$ cat src/rtl/inference_seq_argmax_if.sv
`default_nettype none
`timescale 1ns/1ps
// ============================================================================
// Module      : inference_seq_argmax_if
// Description : Bundle of the host result handshake and the engine control /
//               score-select signals used by inference_seq_argmax.
//               master : the sequencer (drives busy/result/engine controls)
//               slave  : host + engine side (drives req/ack/done/score)
// Signals     : req, busy, res_valid, res_ack, res_class, res_score, res_err,
//               eng_reset, eng_start, eng_done, eng_idx, eng_out
// Revision    : 1.0 - initial release
// ============================================================================
interface inference_seq_argmax_if #(
    parameter int DATA_WIDTH = 12,
    parameter int IDX_WIDTH  = 4
);
    // Host side
    logic                         req;
    logic                         busy;
    logic                         res_valid;
    logic                         res_ack;
    logic [IDX_WIDTH-1:0]         res_class;
    logic signed [DATA_WIDTH-1:0] res_score;
    logic                         res_err;
    // Engine side
    logic                         eng_reset;
    logic                         eng_start;
    logic                         eng_done;
    logic [IDX_WIDTH-1:0]         eng_idx;
    logic signed [DATA_WIDTH-1:0] eng_out;

    modport master (
        input  req, res_ack, eng_done, eng_out,
        output busy, res_valid, res_class, res_score, res_err,
               eng_reset, eng_start, eng_idx
    );

    modport slave (
        output req, res_ack, eng_done, eng_out,
        input  busy, res_valid, res_class, res_score, res_err,
               eng_reset, eng_start, eng_idx
    );
endinterface
`default_nettype wire

$ cat src/rtl/inference_seq_argmax.sv
`default_nettype none
`timescale 1ns/1ps
// ============================================================================
// Module      : inference_seq_argmax
// Description : Sequencer + argmax classifier for the fix12 inference engine.
//               On a host request it pulses the engine soft reset, then start,
//               waits for engine done, scans NUM_CLASSES signed scores one per
//               cycle and presents the winning class/score on a valid/ack
//               handshake.
// Ports       : clk   - clock, rising edge
//               rst_n - asynchronous reset, active low
//               bus   - inference_seq_argmax_if.master (host + engine signals)
// Options     : ARGMAX_TIMEOUT_EN - when defined, a watchdog aborts WAIT after
//               TIMEOUT_CYCLES cycles and returns a result with res_err=1.
// Revision    : 1.0 - initial release
// ============================================================================
module inference_seq_argmax #(
    parameter int DATA_WIDTH     = 12,
    parameter int NUM_CLASSES    = 10,
    parameter int IDX_WIDTH      = 4,
    parameter int TIMEOUT_CYCLES = 1048576
) (
    input  logic                   clk,
    input  logic                   rst_n,
    inference_seq_argmax_if.master bus
);

    localparam logic [2:0] S_IDLE   = 3'd0;
    localparam logic [2:0] S_CLR    = 3'd1;
    localparam logic [2:0] S_START  = 3'd2;
    localparam logic [2:0] S_WAIT   = 3'd3;
    localparam logic [2:0] S_SCAN   = 3'd4;
    localparam logic [2:0] S_RESULT = 3'd5;

    localparam logic [IDX_WIDTH-1:0] C_LAST_IDX = IDX_WIDTH'(NUM_CLASSES - 1);

    logic [2:0]                   state_q, state_d;
    logic [IDX_WIDTH-1:0]         idx_q, idx_d;
    logic signed [DATA_WIDTH-1:0] max_q, max_d;
    logic [IDX_WIDTH-1:0]         arg_q, arg_d;
    logic                         scan_last;

`ifdef ARGMAX_TIMEOUT_EN
    // One spare bit so the count can never wrap before the limit is seen.
    localparam int CNT_W = $clog2(TIMEOUT_CYCLES) + 1;
    localparam logic [CNT_W-1:0] C_CNT_LAST = CNT_W'(TIMEOUT_CYCLES - 1);

    logic [CNT_W-1:0] cnt_q, cnt_d;
    logic             err_q, err_d;
    logic             timeout_hit;

    assign timeout_hit = (cnt_q == C_CNT_LAST);
`endif

    assign scan_last = (idx_q == C_LAST_IDX);

    // ------------------------------------------------------------------
    // State and datapath registers
    // ------------------------------------------------------------------
    always_ff @(posedge clk or negedge rst_n) begin
        if (!rst_n) begin
            state_q <= S_IDLE;
            idx_q   <= '0;
            max_q   <= '0;
            arg_q   <= '0;
`ifdef ARGMAX_TIMEOUT_EN
            cnt_q   <= '0;
            err_q   <= 1'b0;
`endif
        end else begin
            state_q <= state_d;
            idx_q   <= idx_d;
            max_q   <= max_d;
            arg_q   <= arg_d;
`ifdef ARGMAX_TIMEOUT_EN
            cnt_q   <= cnt_d;
            err_q   <= err_d;
`endif
        end
    end

    // ------------------------------------------------------------------
    // Next-state logic
    // ------------------------------------------------------------------
    always_comb begin
        state_d = state_q;
        case (state_q)
            S_IDLE:   if (bus.req) state_d = S_CLR;
            S_CLR:    state_d = S_START;
            S_START:  state_d = S_WAIT;
            // eng_done is only trusted here: the CLR pulse has flushed any
            // done level left over from a previous inference.
            S_WAIT: begin
                if (bus.eng_done) begin
                    state_d = S_SCAN;
                end
`ifdef ARGMAX_TIMEOUT_EN
                else if (timeout_hit) begin
                    state_d = S_RESULT;
                end
`endif
            end
            S_SCAN:   if (scan_last) state_d = S_RESULT;
            S_RESULT: if (bus.res_ack) state_d = S_IDLE;
            default:  state_d = S_IDLE;
        endcase
    end

    // ------------------------------------------------------------------
    // Datapath next values: scan index, running max, watchdog
    // ------------------------------------------------------------------
    always_comb begin
        idx_d = idx_q;
        max_d = max_q;
        arg_d = arg_q;
`ifdef ARGMAX_TIMEOUT_EN
        cnt_d = cnt_q;
        err_d = err_q;
`endif
        case (state_q)
`ifdef ARGMAX_TIMEOUT_EN
            S_CLR:   err_d = 1'b0;
            S_START: cnt_d = '0;
            S_WAIT: begin
                cnt_d = cnt_q + CNT_W'(1);
                if (!bus.eng_done && timeout_hit) begin
                    err_d = 1'b1;
                    arg_d = '0;
                    max_d = '0;
                end
            end
`endif
            S_SCAN: begin
                // Index 0 seeds the max; strict '>' keeps the lower index on ties.
                if ((idx_q == '0) || (bus.eng_out > max_q)) begin
                    max_d = bus.eng_out;
                    arg_d = idx_q;
                end
                idx_d = scan_last ? '0 : idx_q + IDX_WIDTH'(1);
            end
            default: ;
        endcase
    end

    // ------------------------------------------------------------------
    // Outputs (Moore, decoded from state)
    // ------------------------------------------------------------------
    always_comb begin
        bus.busy      = (state_q != S_IDLE);
        bus.eng_reset = (state_q == S_CLR);
        bus.eng_start = (state_q == S_START);
        bus.res_valid = (state_q == S_RESULT);
        bus.eng_idx   = idx_q;
        bus.res_class = arg_q;
        bus.res_score = max_q;
`ifdef ARGMAX_TIMEOUT_EN
        bus.res_err   = err_q;
`else
        bus.res_err   = 1'b0;
`endif
    end

endmodule
`default_nettype wire

$ cat src/flat_wrapper.sv
// flat-port wrapper written by rule: the top's interface ports become plain ports
module inference_seq_argmax_flat 
#(
    parameter int DATA_WIDTH     = 12,
    parameter int NUM_CLASSES    = 10,
    parameter int IDX_WIDTH      = 4,
    parameter int TIMEOUT_CYCLES = 1048576
)
  (clk, rst_n, bus_req, bus_res_ack, bus_eng_done, bus_eng_out, bus_busy, bus_res_valid, bus_res_class, bus_res_score, bus_res_err, bus_eng_reset, bus_eng_start, bus_eng_idx);
  inference_seq_argmax_if #(.DATA_WIDTH(DATA_WIDTH), .IDX_WIDTH(IDX_WIDTH)) bus_i ();
  input  logic clk;
  input  logic rst_n;
  input wire logic [$bits(bus_i.req)-1:0] bus_req;
  input wire logic [$bits(bus_i.res_ack)-1:0] bus_res_ack;
  input wire logic [$bits(bus_i.eng_done)-1:0] bus_eng_done;
  input wire logic [$bits(bus_i.eng_out)-1:0] bus_eng_out;
  output wire logic [$bits(bus_i.busy)-1:0] bus_busy;
  output wire logic [$bits(bus_i.res_valid)-1:0] bus_res_valid;
  output wire logic [$bits(bus_i.res_class)-1:0] bus_res_class;
  output wire logic [$bits(bus_i.res_score)-1:0] bus_res_score;
  output wire logic [$bits(bus_i.res_err)-1:0] bus_res_err;
  output wire logic [$bits(bus_i.eng_reset)-1:0] bus_eng_reset;
  output wire logic [$bits(bus_i.eng_start)-1:0] bus_eng_start;
  output wire logic [$bits(bus_i.eng_idx)-1:0] bus_eng_idx;
  assign bus_i.req = bus_req;
  assign bus_i.res_ack = bus_res_ack;
  assign bus_i.eng_done = bus_eng_done;
  assign bus_i.eng_out = bus_eng_out;
  assign bus_busy = bus_i.busy;
  assign bus_res_valid = bus_i.res_valid;
  assign bus_res_class = bus_i.res_class;
  assign bus_res_score = bus_i.res_score;
  assign bus_res_err = bus_i.res_err;
  assign bus_eng_reset = bus_i.eng_reset;
  assign bus_eng_start = bus_i.eng_start;
  assign bus_eng_idx = bus_i.eng_idx;
  inference_seq_argmax #(.DATA_WIDTH(DATA_WIDTH), .NUM_CLASSES(NUM_CLASSES), .IDX_WIDTH(IDX_WIDTH), .TIMEOUT_CYCLES(TIMEOUT_CYCLES)) u_core (.clk(clk), .rst_n(rst_n), .bus(bus_i));
endmodule
$ cat config.mk
export PLATFORM = sky130hd
export DESIGN_NAME = inference_seq_argmax_flat
export DESIGN_NICKNAME = d
export VERILOG_FILES = /design/src/rtl/inference_seq_argmax_if.sv /design/src/rtl/inference_seq_argmax.sv /design/src/flat_wrapper.sv
export SDC_FILE = /design/constraint.sdc
export NUM_CORES = 1
export LEC_CHECK = 0
export ABC_AREA = 1
export CAP_MARGIN = 20
export CORE_MARGIN = 5
export CORE_UTILIZATION = 40
export DETAILED_ROUTE_END_ITERATION = 8
export PLACE_DENSITY = 0.79
export SYNTH_ARGS = -nofsm -noshare
export SYNTH_HDL_FRONTEND = slang
export SYNTH_SLANG_ARGS = --single-unit
$ cat constraint.sdc
create_clock -name clk -period 2.3 [get_ports clk]
set_clock_uncertainty 0.1 [all_clocks]
set_input_delay 0.345 -clock clk [delete_from_list [all_inputs] [get_ports clk]]
set_output_delay 0.345 -clock clk [all_outputs]
set_load 0.02 [all_outputs]
==> flow_summary.toml, run 1 <==
# generated from flow reports
[clock_tree]
cts_made_buffers = 3
cts_hold_buf = 0
post_cts_buffers = 0

[power_and_ir_drop]
combPwrFrac_pct = 62.6

[final_layout]
seq_area_share_pct = 30.6
fillers = 345
clkCellAreaFrac_pct = 1.40
fin_util_pct = 55.9
nClkBuffers = 4
comb_share_pct = 35.8
largest_class = "multi-input combinational cells"
lay_top_count = "nand2_1"

[run]
maxCapViolCount = 0

[global_routing]
grt_pass1_vias = 1263
grtUsageMet2_pct = 25.8
grt_pass1_wl_um = 5400
grt_max_degree = 24
grt-busiest-layer = "met2"

[drt]
drt_pass1_iterations = 4
avgViaCountPerCell = 4.67
top_layer_used = "met4"

[logic_synthesis]
top_cell = "nand2_1"
synth-edff-count = 0
synth.distinct_cells = 26
fp_nets = 210
synth_area_leader_cell = "dfrtp_1"
ys_sh_aoi_pct = 5.49

[worst_setup_path]
crit_path_top_delay_cell = "clkdlybuf4s50_1"
r2r_slack_ns = 0.34
max_stage_delay_ns = 0.61

[floorplanning]
fp.dieH_um = 69.0

[sta]
holdWs_ns = 0.268
setup_ws_ns = 0.232

[run_status]
status = "completed"
run_1/logic_types.png
The bar under the picture is 20 um long.
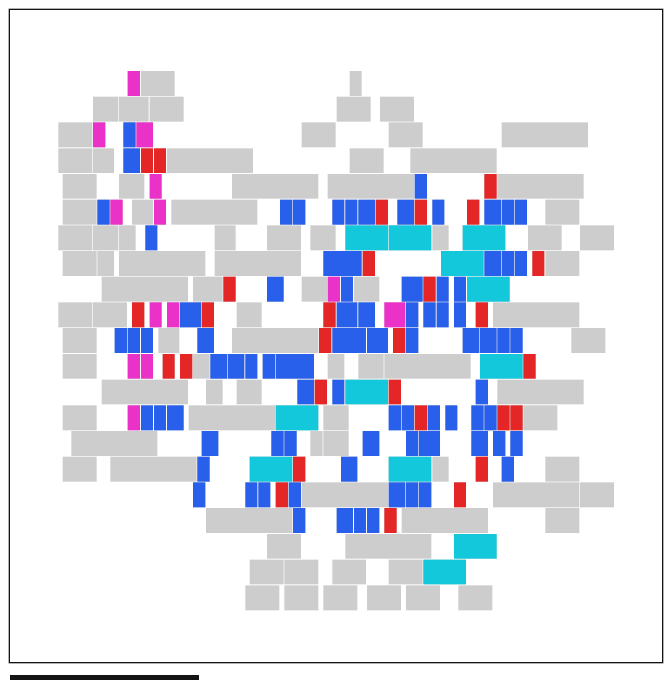
Magenta shows NOR gates, cells 13, most used nor2_1. Blue shows NAND gates, cells 82, most used nand2_1. Cyan shows adder and majority cells, cells 12, most used ha_1. Red shows inverters, cells 29, most used inv_1.

run_1/detail.png
The bar under the picture is 10 um long. Region (29, 0) to (69, 40) um. Cells in grey, sequential cells in the stronger grey; small squares are vias.
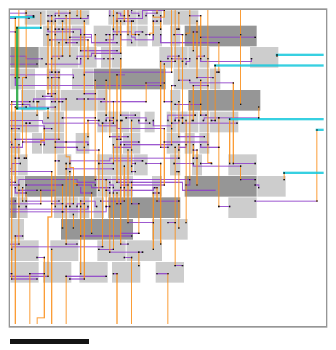
Orange shows metal 2. Green shows metal 4. Cyan shows metal 3. Purple shows metal 1.
Netlist names of flops here include u_core.bus.res_score (7). Most frequent: nand2_1 (29), inv_1 (15), clkdlybuf4s50_1 (13). 96 logic cells have their middle in the window. Sequential cells in the window: 7.

run_1/layer_met3.png
The bar under the picture is 20 um long. Cells faint in the background.
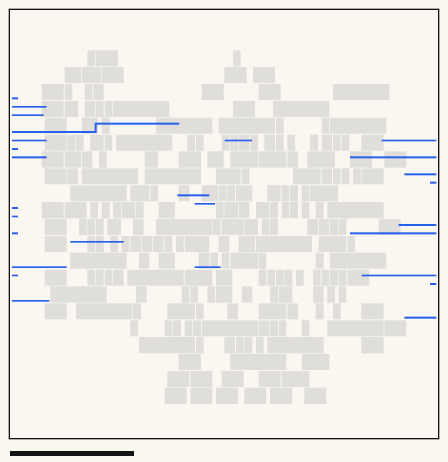
The layer holds 4.9% of the routed length. The layer carries 156 um of wire. 25 nets have wire on it. The longest straight run is 13.6 um. The wires run mostly horizontal.
final WL: 3180 um
Vias: 1265
GR Layer Usage met3: 2.43%

## Run 2: what changed since run 1
--- a/config.mk
+++ b/config.mk
@@ -10,7 +10,7 @@
 export CORE_MARGIN = 5
 export CORE_UTILIZATION = 40
 export DETAILED_ROUTE_END_ITERATION = 8
-export PLACE_DENSITY = 0.79
+export PLACE_DENSITY_LB_ADDON = 0.1
 export SYNTH_ARGS = -nofsm -noshare
 export SYNTH_HDL_FRONTEND = slang
 export SYNTH_SLANG_ARGS = --single-unit
==> constraint.sdc (replaced) <==
create_clock -name clk -period 2.3 [get_ports clk]
set_clock_uncertainty 0.1 [all_clocks]
set_input_delay 0.46 -clock clk [delete_from_list [all_inputs] [get_ports clk]]
set_output_delay 0.46 -clock clk [all_outputs]
set_load 0.02 [all_outputs]
==> run 2 against run 1 <==
Net effect: die area stayed put; final cell count is 1.1% higher; utilization is 0.89 points higher; clock power hardly changed; non-clock buffer count is 3 higher; sequential share of layout area is 0.48 points lower; area after synthesis stayed put; wire length is 1.7% lower; total power is 1.3% higher; worst setup slack worse by 0.036 ns; maximum frequency is 1.7% lower; cell area is 1.6% higher; critical path type unchanged.
==> flow_summary.toml, run 2 <==
# generated from flow reports
[drt]
avgViaCountPerCell = 4.76
top_layer_used = "met4"
drt_pass1_iterations = 4

[final_layout]
fin_util_pct = 56.8
largest_class = "multi-input combinational cells"
clkCellAreaFrac_pct = 1.38
nClkBuffers = 4
seq_area_share_pct = 30.1

[floorplanning]
fp.dieH_um = 69.0

[logic_synthesis]
synth_area_leader_cell = "dfrtp_1"
synth.distinct_cells = 26
ys_sh_aoi_pct = 5.49
synth-edff-count = 0
top_cell = "nand2_1"

[worst_setup_path]
max_stage_delay_ns = 0.60

[global_routing]
grtUsageMet2_pct = 28.7
grt_pass1_wl_um = 5350
grt-busiest-layer = "met2"
grt_pass1_vias = 1305

[clock_tree]
post_cts_buffers = 0
cts_made_buffers = 3

[run_status]
status = "completed"
run_2/layer_met3.png
The bar under the picture is 20 um long. Cells faint in the background.
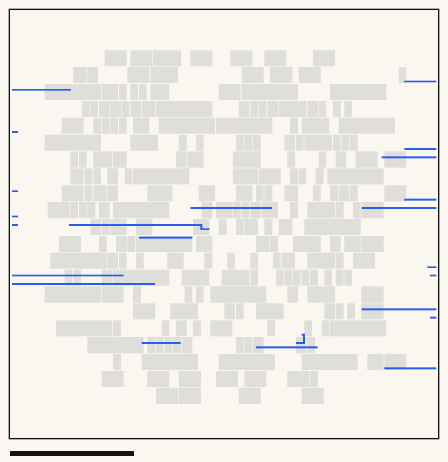
The layer holds 5.5% of the routed length. The layer carries 172 um of wire. 20 nets have wire on it.
Vias: 1303
GR Layer Usage met3: 4.21%
final WL: 3120 um

run_2/logic_types.png
The bar under the picture is 20 um long.
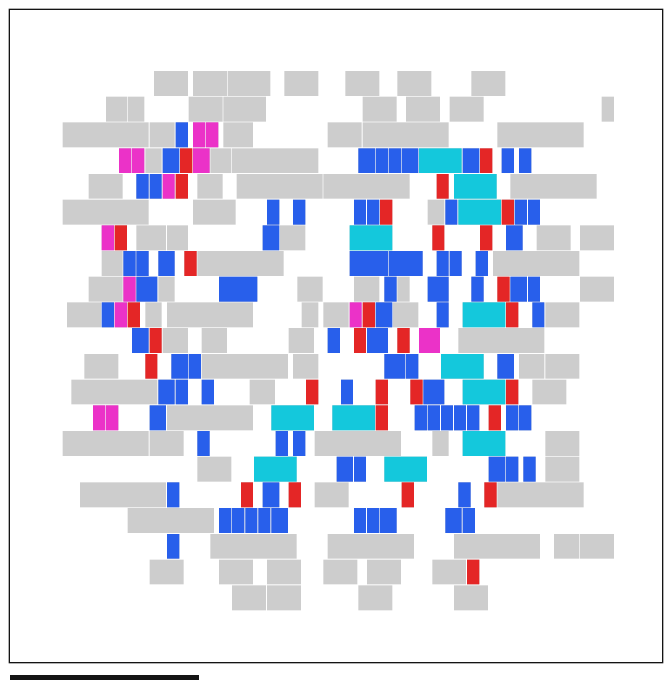
Cyan shows adder and majority cells, cells 12, most used ha_1. Magenta shows NOR gates, cells 13, most used nor2_1. Blue shows NAND gates, cells 82, most used nand2_1. Red shows inverters, cells 29, most used inv_1.
Finished Layout Cells: 274
Comb area share: 35.3%
Commonest Layout Cell: nand2_1

Power is estimated from default activity; no workload was simulated.
